**Run 1: clock network drawn from the DEF**

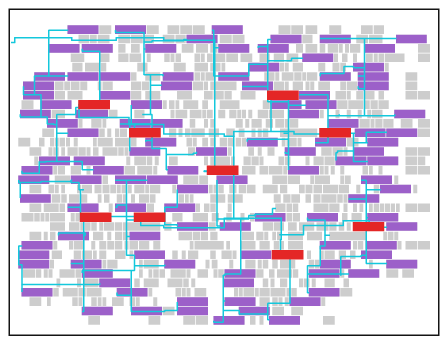
**Run 1: selected gate families**

Bar = 20 µm.
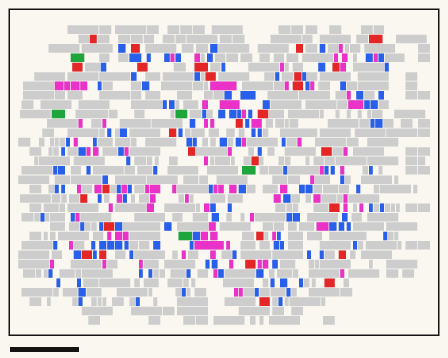
**Run 1: layout detail**

Bar = 10 µm. Window x 50 to 75, y 16 to 41 µm. Cells in gray, sequential cells in the stronger gray; small squares are vias.
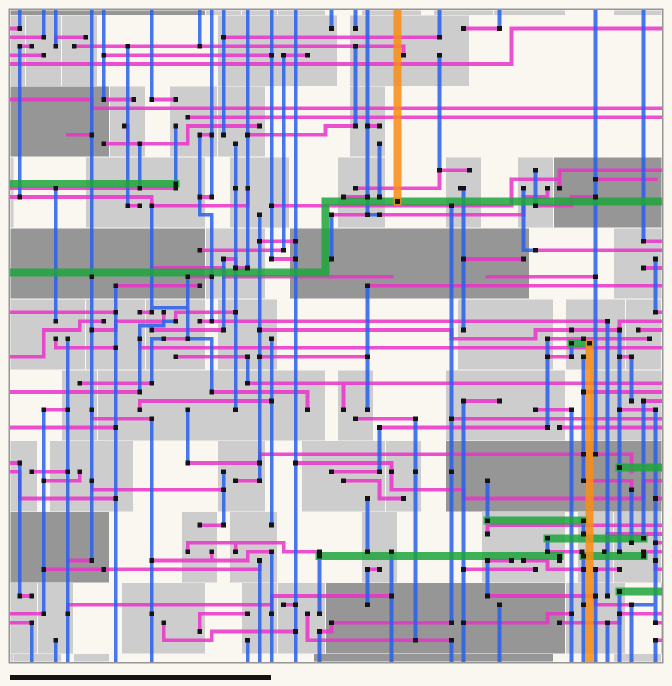
<file path="src/rtl/stroke_pkg.sv">
// Shared definitions for the stroke phase detector: phase encoding and default widths.
package stroke_pkg;

  localparam int CNT_W_DEF = 32;

  typedef enum logic [1:0] {
    PH_IDLE     = 2'd0,
    PH_DRIVE    = 2'd1,
    PH_RECOVERY = 2'd2
  } phase_e;

endpackage

</file>
<file path="src/rtl/stroke_phase_detector_if.sv">
// Sensor input and stroke-event outputs of the stroke phase detector.
interface stroke_phase_detector_if #(
  parameter int CNT_W = 32
);
  logic             sensor_in;
  logic             start_drive;
  logic             start_recovery;
  logic [1:0]       phase;
  logic [CNT_W-1:0] stroke_count;
  logic [CNT_W-1:0] last_interval;

  modport master (
    output sensor_in,
    input  start_drive, start_recovery, phase, stroke_count, last_interval
  );

  modport slave (
    input  sensor_in,
    output start_drive, start_recovery, phase, stroke_count, last_interval
  );
endinterface

</file>
<file path="src/rtl/stroke_phase_detector_sensor_conditioner.sv">
// Two-flop synchroniser plus debounce for a raw hall sensor; emits a one-cycle
// tick on each accepted rising edge. Shared with the handle-position sensor.
module sensor_conditioner #(
  parameter int DEBOUNCE = 4
) (
  input  logic clk,
  input  logic reset,
  input  logic sensor_i,
  output logic tick_o
);
  localparam int DB_W = $clog2(DEBOUNCE + 1);

  logic [1:0]      sync_q;
  logic            level_q;
  logic [DB_W-1:0] db_cnt_q;
  logic            tick_q;

  always_ff @(posedge clk or posedge reset) begin
    if (reset) begin
      sync_q   <= '0;
      level_q  <= 1'b0;
      db_cnt_q <= '0;
      tick_q   <= 1'b0;
    end else begin
      sync_q <= {sync_q[0], sensor_i};
      tick_q <= 1'b0;
      // The level flips only once the synchronised value has disagreed for DEBOUNCE cycles.
      if (sync_q[1] != level_q) begin
        if (db_cnt_q == DB_W'(DEBOUNCE - 1)) begin
          level_q  <= sync_q[1];
          db_cnt_q <= '0;
          tick_q   <= sync_q[1];
        end else begin
          db_cnt_q <= db_cnt_q + DB_W'(1);
        end
      end else begin
        db_cnt_q <= '0;
      end
    end
  end

  assign tick_o = tick_q;
endmodule

</file>
<file path="src/rtl/stroke_phase_detector.sv">
// Classifies flywheel ticks into drive/recovery phases from the trend of
// tick-to-tick intervals, and pulses start_drive / start_recovery on entry.
module stroke_phase_detector
  import stroke_pkg::*;
#(
  parameter int CNT_W     = CNT_W_DEF,
  parameter int DEBOUNCE  = 4,
  parameter int HYST      = 2,
  parameter int MIN_DELTA = 0,
  parameter int TIMEOUT   = 50000000
) (
  input logic clk,
  input logic reset,
  stroke_phase_detector_if.slave bus
);
  localparam int SW = (HYST < 1) ? 1 : $clog2(HYST + 1);
  localparam logic [SW-1:0] HYST_L = SW'(HYST);

  logic             tick;
  logic [CNT_W-1:0] cnt_q, prev_q, last_q, stroke_q;
  logic             prev_valid_q;
  logic [SW-1:0]    accel_q, decel_q, accel_d, decel_d;
  phase_e           phase_q;
  logic             start_drive_q, start_recovery_q;
  logic             accel, decel, timeout;
  logic [CNT_W:0]   cur_x, prev_x, delta_x;

  sensor_conditioner #(.DEBOUNCE(DEBOUNCE)) u_cond (
    .clk      (clk),
    .reset    (reset),
    .sensor_i (bus.sensor_in),
    .tick_o   (tick)
  );

  // One extra bit keeps the MIN_DELTA margin from wrapping near saturation.
  always_comb begin
    cur_x   = {1'b0, cnt_q};
    prev_x  = {1'b0, prev_q};
    delta_x = (CNT_W + 1)'(MIN_DELTA);
    accel   = prev_valid_q && ((cur_x + delta_x) < prev_x);
    decel   = prev_valid_q && (cur_x > (prev_x + delta_x));
    accel_d = accel_q;
    decel_d = decel_q;
    if (accel) begin
      accel_d = (accel_q == HYST_L) ? accel_q : accel_q + SW'(1);
      decel_d = '0;
    end else if (decel) begin
      decel_d = (decel_q == HYST_L) ? decel_q : decel_q + SW'(1);
      accel_d = '0;
    end
    timeout = !tick && (cnt_q == CNT_W'(TIMEOUT));
  end

  always_ff @(posedge clk or posedge reset) begin
    if (reset) begin
      cnt_q            <= '0;
      prev_q           <= '0;
      last_q           <= '0;
      stroke_q         <= '0;
      prev_valid_q     <= 1'b0;
      accel_q          <= '0;
      decel_q          <= '0;
      phase_q          <= PH_IDLE;
      start_drive_q    <= 1'b0;
      start_recovery_q <= 1'b0;
    end else begin
      start_drive_q    <= 1'b0;
      start_recovery_q <= 1'b0;
      cnt_q <= tick ? CNT_W'(1) : ((&cnt_q) ? cnt_q : cnt_q + CNT_W'(1));
      if (tick) begin
        last_q       <= cnt_q;
        prev_q       <= cnt_q;
        prev_valid_q <= 1'b1;
        accel_q      <= accel_d;
        decel_q      <= decel_d;
        case (phase_q)
          PH_IDLE: begin
            if (accel && accel_d == HYST_L) begin
              phase_q       <= PH_DRIVE;
              start_drive_q <= 1'b1;
            end
          end
          PH_DRIVE: begin
            if (decel && decel_d == HYST_L) begin
              phase_q          <= PH_RECOVERY;
              start_recovery_q <= 1'b1;
              accel_q          <= '0;
              decel_q          <= '0;
            end
          end
          PH_RECOVERY: begin
            if (accel && accel_d == HYST_L) begin
              phase_q       <= PH_DRIVE;
              start_drive_q <= 1'b1;
              stroke_q      <= stroke_q + CNT_W'(1);
              accel_q       <= '0;
              decel_q       <= '0;
            end
          end
          default: phase_q <= PH_IDLE;
        endcase
      end else if (timeout) begin
        phase_q      <= PH_IDLE;
        prev_valid_q <= 1'b0;
        accel_q      <= '0;
        decel_q      <= '0;
      end
    end
  end

  assign bus.start_drive    = start_drive_q;
  assign bus.start_recovery = start_recovery_q;
  assign bus.phase          = phase_q;
  assign bus.stroke_count   = stroke_q;
  assign bus.last_interval  = last_q;
endmodule
</file>
<file path="src/flat_wrapper.sv">
// flat-port wrapper written by rule: the top's interface ports become plain ports
module stroke_phase_detector_flat import stroke_pkg::*;
#(
  parameter int CNT_W     = CNT_W_DEF,
  parameter int DEBOUNCE  = 4,
  parameter int HYST      = 2,
  parameter int MIN_DELTA = 0,
  parameter int TIMEOUT   = 50000000
)
  (clk, reset, bus_sensor_in, bus_start_drive, bus_start_recovery, bus_phase, bus_stroke_count, bus_last_interval);
  stroke_phase_detector_if #(.CNT_W(CNT_W)) bus_i ();
  input logic clk;
  input logic reset;
  input wire logic [$bits(bus_i.sensor_in)-1:0] bus_sensor_in;
  output wire logic [$bits(bus_i.start_drive)-1:0] bus_start_drive;
  output wire logic [$bits(bus_i.start_recovery)-1:0] bus_start_recovery;
  output wire logic [$bits(bus_i.phase)-1:0] bus_phase;
  output wire logic [$bits(bus_i.stroke_count)-1:0] bus_stroke_count;
  output wire logic [$bits(bus_i.last_interval)-1:0] bus_last_interval;
  assign bus_i.sensor_in = bus_sensor_in;
  assign bus_start_drive = bus_i.start_drive;
  assign bus_start_recovery = bus_i.start_recovery;
  assign bus_phase = bus_i.phase;
  assign bus_stroke_count = bus_i.stroke_count;
  assign bus_last_interval = bus_i.last_interval;
  stroke_phase_detector #(.CNT_W(CNT_W), .DEBOUNCE(DEBOUNCE), .HYST(HYST), .MIN_DELTA(MIN_DELTA), .TIMEOUT(TIMEOUT)) u_core (.clk(clk), .reset(reset), .bus(bus_i));
endmodule
</file>
<file path="config.mk">
export PLATFORM = sky130hd
export DESIGN_NAME = stroke_phase_detector_flat
export DESIGN_NICKNAME = d
export VERILOG_FILES = /design/src/rtl/stroke_pkg.sv /design/src/rtl/stroke_phase_detector_if.sv /design/src/rtl/stroke_phase_detector_sensor_conditioner.sv /design/src/rtl/stroke_phase_detector.sv /design/src/flat_wrapper.sv
export SDC_FILE = /design/constraint.sdc
export NUM_CORES = 1
export LEC_CHECK = 0
export CAP_MARGIN = 10
export CORE_ASPECT_RATIO = 0.75
export CORE_MARGIN = 2
export CORE_UTILIZATION = 55
export DETAILED_ROUTE_END_ITERATION = 7
export PLACE_DENSITY = 0.77
export SLEW_MARGIN = 20
export SYNTH_ARGS = -nofsm -noshare
export SYNTH_HDL_FRONTEND = slang
export SYNTH_SLANG_ARGS = --single-unit
export TNS_END_PERCENT = 20
</file>
<file path="constraint.sdc">
create_clock -name clk -period 7.2 [get_ports clk]
set_clock_uncertainty 0.15 [all_clocks]
set_input_delay 0.72 -clock clk [delete_from_list [all_inputs] [get_ports clk]]
set_output_delay 0.72 -clock clk [all_outputs]
set_load 0.02 [all_outputs]
</file>
==> design notes, run 1 <==
The run finished with clean final reports. The simple-gate area share of the yosys netlist works out to 21.85%. The worst pin sits at a relative slew slack of 37.89%. The number of global-route vias before repair came out at 4625. According to the floorplan log, the row count is 32. With the maximum ir drop on the vdd rail at 0.1905 mV, the net switching share of the total power is 31.21%. The fraction of area in multi-input gates came out at 40.46%. The number of buffers inserted by hold repair at cts was 0; the non-clock buffering overhead in the final layout was 10.15%. The post-synth tally of flip-flops with integrated enable came out at 0. Per the post-synthesis stats, the area per cell is 9.645 µm². The placeable core region is 0.01041 mm². Hold analysis shows the worst path with a depth of 0.

The main combinational cell family by area after synthesis was simple AND/OR/NAND/NOR gates. The setup slack of the most critical reg-to-reg path is 4070 ps, and the synthesized flop and latch total is 112. The tools report the beginning of the worst hold path as u_core.u_cond.sync_q[0]$_DFF_PP0_. After detailed routing, the met2 layer carries 5.784 mm of wire. STA shows the worst min-delay path finishing at u_core.u_cond.sync_q[1]$_DFF_PP0_. During tapcell insertion the tool placed 136 well taps. Measured against the total synthesized area, the mux share comes to 0.9251%. The most crowded layer after global routing was met2. The capture point of the worst register-to-register path is recorded as u_core.bus.phase[1]$_DFFE_PP0P_.

The warning total across the stage logs is 32, and the post-detailed-placement cell area is 0.006783 mm². For this run, the total global-route usage over all layers was measured as 24.24%. The run gives 4067 ps for the final worst slack.

Yosys reports a chip area of 0.005951 mm². Of the total power, combinational logic draws 23.4%. Fill cells in the final layout number 813.

The most critical setup path has its startpoint at u_core.cnt_q[27]$_DFFE_PP0P_. By count the netlist is led by 112 x sky130_fd_sc_hd__dfrtp_1, 76 x sky130_fd_sc_hd__nand2_1, 53 x sky130_fd_sc_hd__inv_1. The timing report shows that the slowest cell on the worst path is sky130_fd_sc_hd__nor4_1. After the first detailed-routing iteration, the DRC count stood at 361. The register share after synthesis is 47.10%. Sorting the synthesized cells by area gives the leading types as sky130_fd_sc_hd__dfrtp_1 47%, sky130_fd_sc_hd__ha_1 8.8%, sky130_fd_sc_hd__xnor2_1 4.9%.

The power report lists cell-internal power as 0.001183 W. The total count of max-transition violations in the final report is 0. Main power-consuming group: sequential cells. The type of the tightest min-delay check was reg2reg.

The power per cell area was 241.3 mW/mm². The pin closest to its max-slew limit shows a slew of 931.6 ps. At the worst endpoint, the required time is 7330 ps. Final count of hold timing violations: 0. Nature of the critical path endpoint: a flip-flop. The layout report gives the register share of total cell area as 39.34%.

The post-detailed-route wirelength per cell was 15.40 µm; the number of placed instances, taps included was 810. The detailed router used layers up to and including met4. For the sequential power, the log shows 0.000743 W.

The run gives 0.002804 mm² for the area used by sequential logic in the layout. The final standard cell utilization of the core was 68.47%; the number of flip-flops and latches was 112. In the finished layout, the clock tree contains a buffer count of 10. The cell sequence reported for the critical path is ha_1, nand4_1, nor4_1, o41a_1, o21ai_0, or3_1, nand3_1. The CTS report gives the tree buffer count as 9.

The run gives 94.08 µm for the floorplan die height. The final critical-path required period works out to 3133 ps. The number of max-capacitance violations reported is 0, and the count of antenna diodes in the layout is 0. The routed design uses 631 µm of met3 wire. The run gives 730 for the number of nets in the finished design.

For this run, the slowest stage of the critical path takes 700 ps. The post-route report lists met1 wire length as 6.173 mm. The fraction of layout instances using a drive strength above 1 came out at 5.362%. The most critical hold endpoint after final layout shows a slack of 224.3 ps.

Summing over every cut layer, the via total after detailed routing is 4592. The total overflow left after global routing is 0. The combinational power reported by the tool is 0.000402 W. The area fraction of the largest cell type after synthesis is 47.10%. The combined area of the multi-input logic cells is 0.002884 mm². For the effective utilization at floorplan, the log shows 57.16%.

In this run the remaining antenna-violating nets after routing total 0. The tools report the startpoint type of the worst setup path as a flip-flop. The post-route standard cell area excluding fillers is 0.007128 mm², and the number of primary I/O pins is 71.

The script extracted a net switching power of 0.0005368 W. Setup repair after global routing left no endpoint under its margin. In this run, the synthesized area fraction spent on adder and majority cells is recorded as 8.831%. With the fraction of the mapped netlist area in compound gates at 8.053%, the reported leakage power is 3.136 nW.

The critical path arrival is 3270 ps, and the half-perimeter wire length after placement is 8.994 mm. The number of logic gates is 436, and the share of flip-flops with an asynchronous set or reset after synthesis is 100.0%. The most critical setup path has its endpoint at u_core.bus.phase[1]$_DFFE_PP0P_. After layout the clock buffers and inverters come to 4.845% of cell area. Per the post-run analysis, buffers plus inverters along the critical path come to 0.

Ranked by total area, the top cell class in this layout is multi-input combinational cells. sky130_fd_sc_hd__dfrtp_1 is the most common cell in the netlist. The synthesis report lists the Yosys warning total as 0. The highest net fanout along the worst path works out to 7.

By instance count after routing, the leading logic cell types are 111 x sky130_fd_sc_hd__dfrtp_1, 76 x sky130_fd_sc_hd__nand2_1, 70 x sky130_fd_sc_hd__clkdlybuf4s50_1. Sorting the Yosys area breakdown by cell type puts at the top sky130_fd_sc_hd__dfrtp_1. The STA report counts the stages on the worst setup path as 7. According to the floorplan report, the die width is 124.1 µm.

Between the synthesized netlist and the finished layout, the area growth was recorded as 19.79%. Clock tree synthesis selected as its root buffer the cell sky130_fd_sc_hd__clkbuf_16.
About 'clock network drawn from the DEF':
- red: clock-net drivers (count 9)
- cyan: clock wires (length 1330 µm)
- purple: flip-flops (count 112)
- routed clock nets: 10
- flops lie: widely spread
clock network fraction of design power: 33.4%
source-to-sink clock delay at the later pin of the worst-skew pair: 350 ps
power in the clock group: 0.000575 W

About 'selected gate families':
- red: and/or cells (cells 28; most used and4_1)
- green: mux cells (cells 5; most used mux2_2)
- magenta: nor cells (cells 83; most used nor2_1)
- blue: nand cells (cells 137; most used nand2_1; where widely spread)
tally of non-filler cells in the final layout: 826
leading cell type in the layout, fill and taps excluded: sky130_fd_sc_hd__dfrtp_1

About 'layout detail':
- green: M3
- blue: M2
- orange: M4
- magenta: M1
- cells with their middle in the window: 47
- sequential cells in the window: 4
- most frequent: nor2_1 (7), nand2_1 (5)
- netlist names of flops here include: u_core.cnt_q (2), u_core.prev_q (2)

**Run 1: placed standard cells**

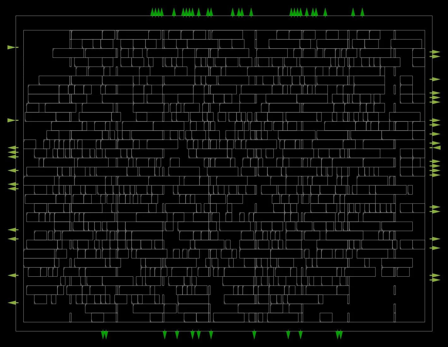

==> run 2: changes to the inputs <==
--- a/config.mk
+++ b/config.mk
@@ -8,9 +8,9 @@
 export CAP_MARGIN = 10
 export CORE_ASPECT_RATIO = 0.75
 export CORE_MARGIN = 2
-export CORE_UTILIZATION = 55
+export CORE_UTILIZATION = 51
 export DETAILED_ROUTE_END_ITERATION = 7
-export PLACE_DENSITY = 0.77
+export PLACE_DENSITY = 0.75
 export SLEW_MARGIN = 20
 export SYNTH_ARGS = -nofsm -noshare
 export SYNTH_HDL_FRONTEND = slang
==> constraint.sdc (replaced) <==
create_clock -name clk -period 2.8 [get_ports clk]
set_clock_uncertainty 0.15 [all_clocks]
set_input_delay 0.28 -clock clk [delete_from_list [all_inputs] [get_ports clk]]
set_output_delay 0.28 -clock clk [all_outputs]
set_load 0.02 [all_outputs]
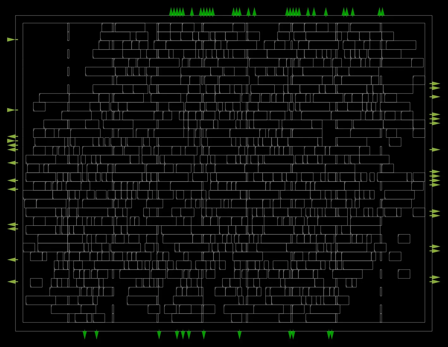
**Above:** run 2 (placed standard cells).
row count: 34
tally of non-filler cells in the final layout: 877

==> run 2 against run 1 <==
Net effect: the run now ends with setup timing left; via count is 3.9% higher; die area is 7.5% higher; combinational power went up to 3.5 times the previous value; setup slack worse by 4200 ps; global-route usage is 1.9 points lower; critical endpoint is now u_core.bus.stroke_count[19]$_DFFE_PP0P_; worst hold slack worse by 16 ps; cell area is 6.4% higher.
==> design notes, run 2 <==
The run finished, with violations left. The final reports fail on setup timing. Total cell area reported by yosys after synthesis: 0.005951 mm² (unchanged). Beginning of the worst hold path: bus_sensor_in (was u_core.u_cond.sync_q[0]$_DFF_PP0_).

The global route total overflow came out at 0 (unchanged). The combined area of the multi-input logic cells was 0.002998 mm² (was 0.002884 mm²). The tools report the endpoint of the worst hold path as u_core.u_cond.sync_q[0]$_DFF_PP0_ (was u_core.u_cond.sync_q[1]$_DFF_PP0_).

For the maximum ir drop on the vdd rail, the log shows 0.4640 mV (was 0.1905 mV). Setup repair after global routing could not meet its margin everywhere. For the final sum of negative setup slack, the log shows -373.2 ps (was 0 ps).

The last element of the critical path is u_core.bus.stroke_count[19]$_DFFE_PP0P_ (was u_core.bus.phase[1]$_DFFE_PP0P_). The run gives 8.831% (unchanged) for the area fraction in full adders, half adders and majority gates. Root buffer selected by CTS: sky130_fd_sc_hd__clkbuf_16 (unchanged).

The proportion of power drawn by the clock network was 27.2% (was 33.4%). The tools report the number of standard cells after synthesis as 617 (unchanged). Net switching share of the total power: 33.69% (was 31.21%). The register share after synthesis is 47.10% (unchanged). Number of placed instances, taps included: 850 (was 810). For the sequential power share, the log shows 41.7% (was 43.2%).

The main combinational cell family by area after synthesis is simple AND/OR/NAND/NOR gates (unchanged). The critical path arrival was 3020 ps (was 3270 ps); the post-synth tally of flip-flops with integrated enable was 0 (unchanged). Leading cell category by total area: multi-input combinational cells (unchanged). The cell with the most instances after synthesis was sky130_fd_sc_hd__dfrtp_1 (unchanged).

The highest cell delay on the worst timing path was 500 ps (was 700 ps); the clock network area share was 3.745% (was 4.845%). Highest net fanout along the worst path: 5 (was 7). The half-perimeter wire length after placement is 9.378 mm (was 8.994 mm), and the net load switching power is 0.001533 W (was 0.0005368 W). Total internal power: 0.003017 W (was 0.001183 W). The run gives 0 (unchanged) for the number of synthesis warnings. The run gives 0 (unchanged) as the number of buffers inserted by hold repair at cts. The clock network power is 0.00124 W (was 0.000575 W). The tools report the relative contribution of combinational cells to total power as 31.1% (was 23.4%).

The run gives 128.7 µm (was 124.1 µm) for the floorplan die width. The fraction of area in multi-input gates works out to 39.53% (was 40.46%). The total stage count of the critical path is 10 (was 7). For the number of CTS-inserted buffers, the log shows 9 (unchanged). The most crowded layer after global routing is met2 (unchanged).

The wire length on met2 is 6.213 mm (was 5.784 mm), and the proportion of netlist area held by the largest area contributor is 47.10% (unchanged). With the final critical-path required period at 2890 ps (was 3133 ps), the number of flip-flops and latches is 112 (unchanged). The launch point of the worst reg-to-reg path was u_core.cnt_q[1]$_DFFE_PP0P_ (was u_core.cnt_q[27]$_DFFE_PP0P_).

The final hold slack is 208.8 ps (was 224.3 ps). The post-synthesis cell type with the largest combined area is sky130_fd_sc_hd__dfrtp_1 (unchanged). The number of buffer and inverter stages on the critical path was 2 (was 0); the maximum level of the CTS H-tree was 3 (unchanged). Largest cells by area: sky130_fd_sc_hd__dfrtp_1 47%, sky130_fd_sc_hd__ha_1 8.8%, sky130_fd_sc_hd__xnor2_1 4.9% (unchanged). The tools report the clock net sink count as 112 (unchanged). For the number of failing setup endpoints in the final timing report, the log shows 14 (was 0). With the inserted tap cell count at 144 (was 136), the first-pass detailed-route iteration total is 4 (unchanged). The run gives 773 (was 730) for the number of nets in the finished design. The run gives 8.810% (unchanged) for the share of the synthesized netlist area taken by xor and xnor gates. Launch point of the critical path: u_core.cnt_q[1]$_DFFE_PP0P_ (was u_core.cnt_q[27]$_DFFE_PP0P_). The reported leakage power came out at 3.373 nW (was 3.136 nW). The type of the tightest min-delay check is in2reg (was reg2reg).

Highest-count cells in the layout ignoring fill and taps: 109 x sky130_fd_sc_hd__dfrtp_1, 72 x sky130_fd_sc_hd__nand2_1, 70 x sky130_fd_sc_hd__clkdlybuf4s50_1 (was 111 x sky130_fd_sc_hd__dfrtp_1, 76 x sky130_fd_sc_hd__nand2_1, 70 x sky130_fd_sc_hd__clkdlybuf4s50_1). The post-detailed-placement cell area is 0.007047 mm² (was 0.006783 mm²), and the slew of the pin with the lowest slew margin is 912.8 ps (was 931.6 ps). The simple-gate area share of the yosys netlist was 21.85% (unchanged). The logs give 32.15% (was 34.67%) for the global routing usage on met1 and -90 ps (was 4070 ps) for the setup slack of the most critical reg-to-reg path. The tools report the capturing point of the worst reg2reg path as u_core.bus.stroke_count[19]$_DFFE_PP0P_ (was u_core.bus.phase[1]$_DFFE_PP0P_). Most numerous cell types in the synthesized netlist: 112 x sky130_fd_sc_hd__dfrtp_1, 76 x sky130_fd_sc_hd__nand2_1, 53 x sky130_fd_sc_hd__inv_1 (unchanged). The run gives 112 (unchanged) for the synthesized flop and latch total.

Highest layer used for signal routing: met4 (unchanged). The slowest cell on the critical path was sky130_fd_sc_hd__o41a_1 (was sky130_fd_sc_hd__nor4_1). The average cell area after synthesis was 9.645 µm² (unchanged). For the data required time of the critical path, the log shows 2930 ps (was 7330 ps). The final count of hold timing violations is 0 (unchanged). The pin count of the biggest net entering global routing came out at 113 (was 108). The synthesis-to-finish area growth came out at 27.44% (was 19.79%).

For the post-cts repair resize count, the log shows 2 (was 0). With the worst max-slew margin expressed relative to the limit at 39.15% (was 37.89%), the combinational group power is 0.00141 W (was 0.000402 W). The overall chip area was 0.01256 mm² (was 0.01168 mm²). The mux cell area share after synthesis works out to 0.9251% (unchanged). Nature of the critical path endpoint: a flip-flop (unchanged). The worst hold path depth is 1 (was 0). Fraction of area in registers: 37.01% (was 39.34%). For the number of logic gates, the log shows 436 (unchanged). Warning total across the stage logs: 36 (was 32).

The main power-consuming group is sequential cells (unchanged). The fraction of layout instances using a drive strength above 1 was 13.23% (was 5.362%); the detailed-routing wirelength on met1 was 6.506 mm (was 6.173 mm). The count of instantiated cells in the yosys netlist is 617 (unchanged).

For the insertion delay to the later sink of the worst-skew pair, the log shows 360 ps (was 350 ps). The post-route standard cell area excluding fillers was 0.007584 mm² (was 0.007128 mm²). With the number of DRC markers after the initial detailed-route iteration at 282 (was 361), the count of antenna diodes in the layout is 0 (unchanged).

The tools report the startpoint type of the worst setup path as a flip-flop (unchanged). The highest-count logic cell in the final layout was sky130_fd_sc_hd__dfrtp_1 (unchanged). Placeable core region: 0.01149 mm² (was 0.01041 mm²). The power per cell area was 599.9 mW/mm² (was 241.3 mW/mm²); the clock buffer count was 11 (was 10). The layout filler cell count was 884 (was 813).

Critical-path cell list: ha_4, nor2b_4, o211ai_1, a2111oi_4, o41a_1, buf_4, nor3_4, buf_12, and4_4, xor2_2 (was ha_1, nand4_1, nor4_1, o41a_1, o21ai_0, or3_1, nand3_1). For the placement-stage worst setup slack, the log shows -187.0 ps (was 4141 ps). With the number of global-route vias before repair at 4720 (was 4625), the sequential power is 0.00190 W (was 0.000743 W).

The run gives 8.053% (unchanged) for the fraction of the mapped netlist area in compound gates. The share of flip-flops with an asynchronous set or reset after synthesis works out to 100.0% (unchanged). The tools report the area used by sequential logic in the layout as 0.002806 mm² (was 0.002804 mm²).

The run gives 0 (unchanged) for the post-route antenna net violation count. For the final worst slack, the log shows -89.62 ps (was 4067 ps). The floorplan die height is 97.55 µm (was 94.08 µm). For the final standard cell utilization of the core, the log shows 66.02% (was 68.47%). With the effective utilization at floorplan at 51.81% (was 57.16%), the number of primary I/O pins is 71 (unchanged). The tools report the total count of max-transition violations in the final report as 0 (unchanged). The total length of routed met3 wires is 655 µm (was 631 µm), and the non-clock buffering overhead in the final layout is 14.67% (was 10.15%). The number of max-capacitance violations reported was 0 (unchanged).
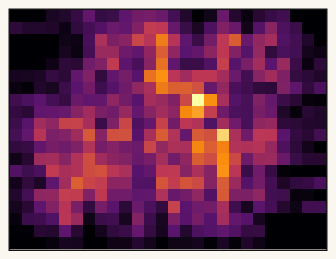
**Above:** run 2 (wire density map).
The die is cut into 26 by 20 equal tiles; black is low, pale yellow is high, scaled to the fullest tile. Values are wire area over tile area, all layers added.
- nearly empty tiles: 11%
- tiles over half the peak: 12%
- densest ninth of the die: center
- mean over tiles: 0.17
- emptiest ninth of the die: upper left
gr usage total: 22.36%
via count: 4770
final wirelength: 13.60 mm
detail-routed net length per standard cell: 15.50 µm

Power and IR drop assume default switching activity.
